**config.mk**
```make
export PLATFORM = sky130hd
export DESIGN_NAME = comm_rx_fifo
export DESIGN_NICKNAME = d
export VERILOG_FILES = /design/src/rtl/comm_rx_fifo.sv
export SDC_FILE = /design/constraint.sdc
export NUM_CORES = 1
export LEC_CHECK = 0
export ABC_AREA = 1
export CAP_MARGIN = 20
export CORE_ASPECT_RATIO = 0.6
export CORE_MARGIN = 5
export CORE_UTILIZATION = 60
export CTS_BUF_LIST = sky130_fd_sc_hd__clkbuf_8 sky130_fd_sc_hd__clkbuf_16
export DETAILED_ROUTE_END_ITERATION = 7
export GPL_TIMING_DRIVEN = 0
export PLACE_DENSITY = 0.81
export SETUP_SLACK_MARGIN = 0.3
export SLEW_MARGIN = 10
export SYNTH_ARGS = -nofsm -noshare
export SYNTH_HDL_FRONTEND = slang
export SYNTH_SLANG_ARGS = --single-unit
```
**constraint.sdc**
```tcl
create_clock -name clk2 -period 4.15 [get_ports clk2]
set_clock_uncertainty 0.1 [all_clocks]
set_input_delay 0.83 -clock clk2 [delete_from_list [all_inputs] [get_ports clk2]]
set_output_delay 0.83 -clock clk2 [all_outputs]
set_load 0.01 [all_outputs]
```
**src/rtl/comm_rx_fifo.sv**
```systemverilog
// comm_rx_fifo: serial frame receiver for the inter-board link.
// rec_data is sampled on rising edges of the sender's bit clock freq, after
// both have been synchronised into clk2. Good words go into a first-word
// fall-through FIFO with a valid/ready output. en tells the sender that
// there is room for another frame.
// Optional feature: define COMM_RX_PARITY_EN to add a parity bit after the
// data bits. Without it there is no parity bit and parity_err stays 0.
module comm_rx_fifo #(
    parameter int DATA_W     = 8,
    parameter int STOP_BITS  = 2,
    parameter bit ODD_PARITY = 1'b0,
    parameter int DEPTH      = 4
) (
    input  logic              clk2,
    input  logic              rst,
    input  logic              rec_data,
    input  logic              freq,
    input  logic              rec_en,
    output logic [DATA_W-1:0] out_data,
    output logic              out_valid,
    input  logic              out_ready,
    output logic              en,
    output logic              parity_err,
    output logic              frame_err,
    output logic              overflow
);

    localparam int BCW = $clog2(DATA_W + 1);
    localparam int SCW = $clog2(STOP_BITS + 1);
    localparam int AW  = $clog2(DEPTH);
    localparam int PW  = AW + 1;

    typedef enum logic [1:0] {IDLE, DATA, PARITY, STOP} state_t;

    logic freq_p0, freq_p1, freq_p2;
    logic rec_data_p0, rec_data_p1;
    logic bit_stb, bit_val, sample;

    state_t            state, state_next;
    logic [BCW-1:0]    bitcnt, bitcnt_next;
    logic [SCW-1:0]    stopcnt, stopcnt_next;
    logic [DATA_W-1:0] shreg, shreg_next;
    logic              push_req;
    logic              frame_err_next;
    logic              overflow_next;

    logic [DATA_W-1:0] mem [DEPTH];
    logic [PW-1:0]     wr_ptr, rd_ptr, wr_ptr_next, rd_ptr_next;
    logic [PW-1:0]     count, count_next;
    logic              full, pop, push;

`ifdef COMM_RX_PARITY_EN
    logic par_bad, par_bad_next;
    logic parity_err_next;
`else
    logic unused_odd_parity;
    assign unused_odd_parity = ODD_PARITY;
`endif

    // freq: two-flop synchroniser (p0, p1) plus a history flop (p2) for edge detection
    always_ff @(posedge clk2) begin
        if (rst) begin
            freq_p0 <= 1'b0;
            freq_p1 <= 1'b0;
            freq_p2 <= 1'b0;
        end else begin
            freq_p0 <= freq;
            freq_p1 <= freq_p0;
            freq_p2 <= freq_p1;
        end
    end

    // rec_data: two-flop synchroniser, aligned with freq_p1
    always_ff @(posedge clk2) begin
        rec_data_p0 <= rec_data;
        rec_data_p1 <= rec_data_p0;
    end

    assign bit_stb = freq_p1 & ~freq_p2;
    assign bit_val = rec_data_p1;
    assign sample  = bit_stb & rec_en;

    // Frame FSM next state: walks start/data/(parity)/stop, decides push or error
    always_comb begin
        state_next     = state;
        bitcnt_next    = bitcnt;
        stopcnt_next   = stopcnt;
        shreg_next     = shreg;
        push_req       = 1'b0;
        frame_err_next = 1'b0;
`ifdef COMM_RX_PARITY_EN
        par_bad_next    = par_bad;
        parity_err_next = 1'b0;
`endif
        if (state != IDLE && !rec_en) begin
            // receive disabled mid-frame: silent abort
            state_next = IDLE;
        end else if (sample) begin
            case (state)
                IDLE: begin
                    if (!bit_val) begin
                        shreg_next  = '0;
                        bitcnt_next = '0;
                        state_next  = DATA;
                    end
                end
                DATA: begin
                    for (int i = 0; i < DATA_W; i++) begin
                        if (bitcnt == BCW'(i)) shreg_next[i] = bit_val;
                    end
                    bitcnt_next = bitcnt + BCW'(1);
                    if (bitcnt == BCW'(DATA_W - 1)) begin
`ifdef COMM_RX_PARITY_EN
                        state_next = PARITY;
`else
                        stopcnt_next = '0;
                        state_next   = STOP;
`endif
                    end
                end
`ifdef COMM_RX_PARITY_EN
                PARITY: begin
                    par_bad_next = (^shreg) ^ bit_val ^ ODD_PARITY;
                    stopcnt_next = '0;
                    state_next   = STOP;
                end
`endif
                STOP: begin
                    if (bit_val) begin
                        if (stopcnt == SCW'(STOP_BITS - 1)) begin
                            state_next = IDLE;
`ifdef COMM_RX_PARITY_EN
                            if (par_bad) parity_err_next = 1'b1;
                            else         push_req        = 1'b1;
`else
                            push_req = 1'b1;
`endif
                        end else begin
                            stopcnt_next = stopcnt + SCW'(1);
                        end
                    end else begin
                        // a 0 stop bit is never reused as a start bit
                        frame_err_next = 1'b1;
                        state_next     = IDLE;
                    end
                end
                default: state_next = IDLE;
            endcase
        end
    end

    // Frame FSM control registers and single-cycle error pulses
    always_ff @(posedge clk2) begin
        if (rst) begin
            state     <= IDLE;
            bitcnt    <= '0;
            stopcnt   <= '0;
            frame_err <= 1'b0;
            overflow  <= 1'b0;
        end else begin
            state     <= state_next;
            bitcnt    <= bitcnt_next;
            stopcnt   <= stopcnt_next;
            frame_err <= frame_err_next;
            overflow  <= overflow_next;
        end
    end

`ifdef COMM_RX_PARITY_EN
    // Parity verdict for the current frame and its error pulse
    always_ff @(posedge clk2) begin
        if (rst) begin
            par_bad    <= 1'b0;
            parity_err <= 1'b0;
        end else begin
            par_bad    <= par_bad_next;
            parity_err <= parity_err_next;
        end
    end
`else
    assign parity_err = 1'b0;
`endif

    // Shift register holding the data bits of the frame in flight
    always_ff @(posedge clk2) begin
        shreg <= shreg_next;
    end

    // FIFO bookkeeping: extra pointer bit distinguishes full from empty
    assign count         = wr_ptr - rd_ptr;
    assign full          = (count == PW'(DEPTH));
    assign out_valid     = (wr_ptr != rd_ptr);
    assign pop           = out_valid & out_ready;
    assign push          = push_req & (~full | pop);
    assign overflow_next = push_req & full & ~pop;
    assign wr_ptr_next   = wr_ptr + PW'(push);
    assign rd_ptr_next   = rd_ptr + PW'(pop);
    assign count_next    = wr_ptr_next - rd_ptr_next;
    assign out_data      = out_valid ? mem[rd_ptr[AW-1:0]] : '0;

    // FIFO pointers and the registered room-available flag
    always_ff @(posedge clk2) begin
        if (rst) begin
            wr_ptr <= '0;
            rd_ptr <= '0;
            en     <= 1'b0;
        end else begin
            wr_ptr <= wr_ptr_next;
            rd_ptr <= rd_ptr_next;
            en     <= (count_next < PW'(DEPTH));
        end
    end

    // FIFO storage write
    always_ff @(posedge clk2) begin
        if (push) mem[wr_ptr[AW-1:0]] <= shreg;
    end

endmodule
```
==> Slide: Implementation Results, run 1 <==
Flow Results at a Glance

Finish
  • Sequential cell area share: 0.504
  • Buffering overhead: 0.0688
  • Inverters, non-clock: 33
  • Ant. Diodes: 0
  • Reg area: about 1600 sq um
  • Final core occ: 0.720
  • Flop count: approximately 62
  • Net count, final: about 340
  • Top cell category: sequential cells
  • Layout cells sized above 1: 0.0790

Logic synthesis
  • Syn Nets: between 300 and 400
  • Xor+xnor area frac: 0.0127
  • Mux area share: 0
  • Synth area leader: edfxtp_1

Hold path
  • Hold crit path type: reg -> reg

Setup path
  • Worst r2r dst: en
  • Flop2flop setup slack: ~0.9 ns
  • R2r startpoint: rd_ptr[1]
  • Crit Path Max Fanout: 10
  • CP max-delay cell: clkdlybuf4s50_1

Placed design
  • PortBufs: 17
  • Hpwl dp: about 3.4 mm

Routing
  • Vias/cell: between 4 and 5
  • Avg WL per Cell: around 13 microns
  • Detail Route Antenna Nets: 0

Clock tree
  • Clk sinks: about 62
  • Skew-Pair Late Insertion Delay: 0.34 ns
  • Number of buffers created by CTS: 9
  • Clock Pin Slew Worst Setup and Hold Paths: 0.07 ns

Run status
  • Outcome: finished clean

GRT
  • Initial antenna violation count: 0

Pwr
  • Max VDD drop: approximately 310 uV
  • Comb pwr share: 0.018

Floorplanning
  • Well-Tap Cells: between 60 and 70
  • Die Ht: 62.6 microns
  • Boundary Pins: 19

Timing
  • Fin. Hold Viols: 0
  • Max-slew violation count: 0
==> run 1: cells in the mapped netlist <==
cell type,n
inv_1,31
nor4_1,1
dfxtp_1,22
xor2_1,2
o21ai_0,21
o21bai_1,1
edfxtp_1,40
conb_1,1
nor2_1,74
buf_6,1
nor2_2,1
nand2_1,38
a21oi_1,24
nor3_1,2
nand2_2,1
buf_4,2
nand2_4,1
nand3_2,1
inv_2,1
a21boi_0,1
clkbuf_1,2
clkinv_1,1
nand3_1,9
ha_1,12
xnor2_1,2
buf_2,4
==> run 1: routing by layer <==
layer  GRT usage  part of all wire  vias up
met4      0.0501            0.0079        0
met2       0.290              0.46       57
met5           0                 0        -
li1            -                 -     1028
met1       0.233              0.46      864
met3      0.0713             0.072        5
==> run 1: flip-flops by register name, summed over array words and instances (netlist names) <==
name,count
bit_val,1
bitcnt,4
en,1
frame_err,1
freq_p0,1
freq_p1,1
freq_p2,1
mem,32
overflow,1
rd_ptr,3
rec_data_p0,1
shreg,8
state,2
stopcnt,2
wr_ptr,3
==> run 1: repair_timing <==
action                                  4_1_cts  5_1_grt
endpoints found under the setup margin        0        4
gates resized                                 0        1
endpoints found under the hold margin         0        0
==> run 1: layout by cell type, fill, tap and decap left out <==
cell,n
clkinv_1,3
conb_1,1
xnor2_1,2
clkbuf_8,9
a21oi_1,24
nand2_1,38
o21bai_1,1
edfxtp_1,40
nor4_1,1
inv_2,1
dfxtp_1,22
clkdlybuf4s50_1,17
nand2_4,1
buf_6,1
bufinv_16,3
nor3_1,2
nor2_4,1
clkinvlp_4,2
nand2_2,1
buf_4,2
xor2_1,2
clkbuf_1,2
inv_1,31
nand3_1,9
nand3_2,1
ha_1,12
buf_2,4
nor2_1,74
o21ai_0,21
a21boi_0,1
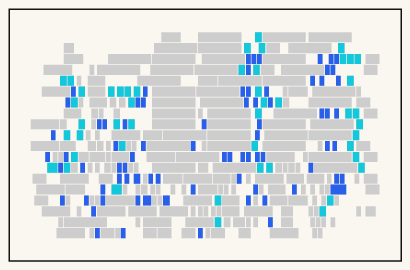
*Gate-type map, run 1*
Drawn at 4 px/micron.
blue -> nor cells  # cells 78
cyan -> aoi and oai cells  # cells 47
most used logic cell in the final layout: nor2_1
Layout Cells excl Fill: 392
Comb/total area: 0.292

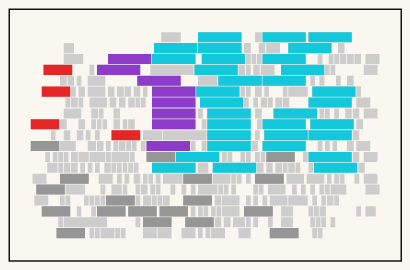
*Where the registers sit, run 1*
Drawn at 4 px/micron. Other sequential cells in the stronger gray, the rest of the logic in the fainter gray.
cyan -> mem  # flops 32
purple -> shreg  # flops 8
red -> bitcnt  # flops 4, where middle left
not colored = 18

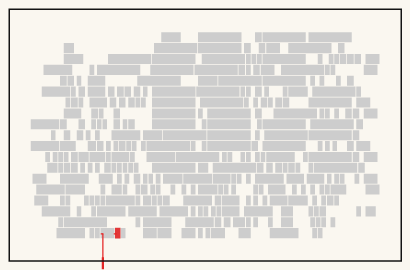
*I/O nets highlighted, run 1*
Drawn at 4 px/micron.
red -> freq  # bits 1, direction input, edge bottom, end cells 1, buffers 1, wire 7.40 microns

### Local utilization, run 1

Drawn at 3 px/micron. The die is cut into 10 by 6 equal tiles; dark purple is low, yellow is high, 0 to 100% covered.
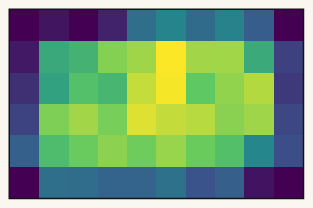

==> run 1 -> run 2 <==
- PLACE_DENSITY: 0.81 -> not set
- PLACE_DENSITY_LB_ADDON: not set -> 0.12
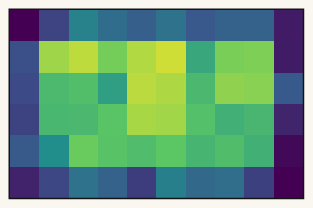
*Local utilization, run 2*
Drawn at 3 px/micron. The die is cut into 10 by 6 equal tiles; dark purple is low, yellow is high, 0 to 100% covered.
nearly empty tiles = 3.3%
densest ninth of the die = center
tiles over 75% full = 23%

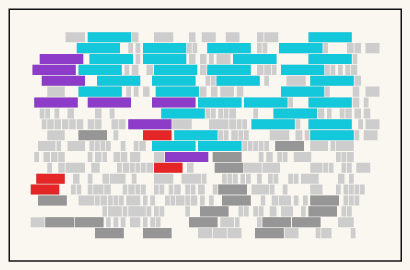
*Where the registers sit, run 2*
Drawn at 4 px/micron. Other sequential cells in the stronger gray, the rest of the logic in the fainter gray.
cyan -> mem  # flops 32
red -> bitcnt  # flops 4
purple -> shreg  # flops 8

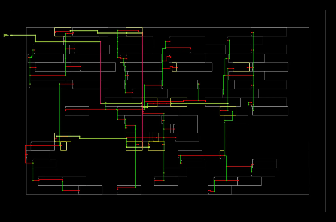
*Clock wiring as the flow saved it, run 2*
Clock group: 413 uW
flop count: 62

==> run 2 against run 1 <==
Net effect: worst setup slack got worse by 0.060 ns; sequential power barely moved; first-iteration DRC count unchanged; total power down 15%; die area unchanged; critical path type unchanged; critical endpoint is now out_data[4].
==> Slide: Implementation Results, run 2 <==
Flow Results at a Glance

Timing
  • Sum Neg Setup Slack: 0 ns
  • Period utilization: 0.867
  • Worst-Margin Slew: 0.808 ns
  • RSZ-0062 raised after global routing: no
  • Final setup viols: 0
  • Fin. Hold Viols: 0
  • Max-slew violation count: 0
  • Slew margin rel.: 0.460
  • Max frequency: about 280 MHz
  • Final min period: around 3.6 ns

Finish
  • Final instance area: 3170 sq um
  • Layout cells sized above 1: 0.0762
  • Ant. Diodes: 0
  • Layout Cells excl Fill: 391
  • Final core occ: 0.702
  • Net count, final: about 340
  • Most frequently placed logic cells in the final layout: 74 x nor2_1, 40 x edfxtp_1, 38 x nand2_1
  • Most used logic cell in the final layout: nor2_1
  • Max reg flops: 32

GRT
  • Tot GR Track Use: 0.177
  • Number of global-route vias before repair: around 1800
  • Initial antenna violation count: 0
  • Gr ovfl total: 0
  • First-pass GRT wire length: roughly 8.4 mm
  • Largest net degree at the start of global routing: 11

Logic synthesis
  • Count leader, synth: nor2_1
  • Synth area leader: edfxtp_1
  • Synth Instances: between 200 and 300
  • Adder Area Share: 0.0543
  • Yosys cell count: 296
  • Yosys stat area: 2760 sq um
  • Yosys warns: 0
  • Synth Seq Share: 0.594
  • Unique cell types: 26
  • Area share, top type: 0.435
  • Mux area share: 0
  • Xor+xnor area frac: 0.0127
  • Avg Cell Area, Syn: approximately 9.3 sq um
  • Post-synth EDFFs: ~40
  • AO/OA Area Share: 0.0869
  • Syn Nets: between 300 and 400
  • Simple share: 0.187
  • Commonest cells in the netlist: 74 x nor2_1, 40 x edfxtp_1, 38 x nand2_1
  • Synth area leaders: edfxtp_1 43%, dfxtp_1 16%, nor2_1 10%, ha_1 5.4%, nand2_1 5.2%
  • Synthesized registers: ~62
  • Synth logic family: simple AND/OR/NAND/NOR gates
  • Ys async rst share: 0
  • Dominant flop cell: edfxtp_1

Clock tree
  • Skew-Pair Late Insertion Delay: 0.32 ns
  • H-tree levels: 3
  • Setup bufs post-CTS: 0
  • CTS max path bufs: 2
  • Number of buffers created by CTS: 9
  • Clock Pin Slew Worst Setup and Hold Paths: ~0.06 ns
  • CTS tree: built
  • Root Buffer: clkbuf_8
  • Clk sinks: approximately 62

Floorplanning
  • FP Util: 0.612
  • Total core area: between 4000 and 5000 sq um
  • DIE AREA: ~6100 sq um
  • Rows: 19
  • Die Ht: approximately 63 microns
  • Boundary Pins: 19

Routing
  • Vias: just under 2000
  • Avg WL per Cell: about 13 microns
  • 1st-pass router iterations: 5
  • Initial DRC count: between 100 and 150
  • Vias/cell: 5.00
  • Detail Route Antenna Nets: 0
  • DR DRC count: 0

Setup path
  • CP Capture Type: output port
  • Worst EP required: ~3.2 ns
  • Kind of critical path: reg -> out
  • Crit Path Max Fanout: 10
  • CP Data Arrival Time: around 2.7 ns
  • CP Launch Type: flip-flop

Run status
  • Outcome: finished clean

Pwr
  • Max VDD drop: ~240 uV
  • Leakage power total: ~0.0013 uW
  • Pwr dens: roughly 340 nW/um^2

Placed design
  • Hpwl dp: between 3 and 4 mm
  • Area after DPL: ~3000 sq um
  • Post-placement cell count: 376
  • PortBufs: 17

Run
  • Max-cap violations: 0

Hold path
  • Hold crit path type: reg -> reg
==> run 2: timing repair <==
item / in CTS / in global routing
hold buffers: 0 / 0
gates resized: 0 / 1
endpoints found under the setup margin: 0 / 9
hold endpoints to repair: 0 / 0
==> run 2: layer usage <==
| metal | wire [microns] | part of all wire | global-route usage |
|---|---|---|---|
| met5 | 0 | 0 | 0 |
| met3 | 488 | 0.098 | 0.0613 |
| met2 | 2050 | 0.41 | 0.257 |
| met4 | 54 | 0.011 | 0.0587 |
| met1 | 2410 | 0.48 | 0.248 |
==> run 2: worst max-delay path: stages, from the launching register on <==
cell	delay, ns
dfxtp_1	0.34
buf_2	0.24
clkinv_1	0.34
ha_1	0.43
nand2_1	0.11
nor2_4	0.29
a21oi_1	0.10
clkdlybuf4s50_1	0.49
==> run 2: final timing paths <==
kind,end,slack [ns],depth (start not counted),startpoint
setup / recovery,out_data[4],0.55,7,rd_ptr[1]
hold / removal,bit_val,0.23,0,rec_data_p0
setup reg to reg,en,0.90,16,rd_ptr[1]
hold reg to reg,bit_val,0.23,0,rec_data_p0
==> run 2: metrics by stage <==
step	worst slack, ns	power, uW	hold slack [ns]
final	0.553	1090	0.227
after detailed placement	0.735	692	0.212
after global placement	0.854	692	0.211
after global routing	0.357	1140	0.232
after CTS	0.370	1110	0.228
after floorplan	1.45	682	0.210
==> run 2: report_power, final <==
part	switching, uW	internal [uW]	total (uW)	leakage (uW)
sequential	2.52	653	656	0.000547
combinational	12.7	10.4	23.1	0.000684
clock	208	205	413	0.0000797
total	223	869	1090	0.00131
==> run 2: layout make-up <==
class                      count  area, sq um
sequential                    62         1640
fill                         358         1350
multi-input combinational    192          950
timing repair buffer          17          170
clock buffer                   9          124
inverter                      33          124
tap                           63         78.8
buffer                         9         53.8
clock inverter                 6         30.0
Power and IR drop assume default switching activity.
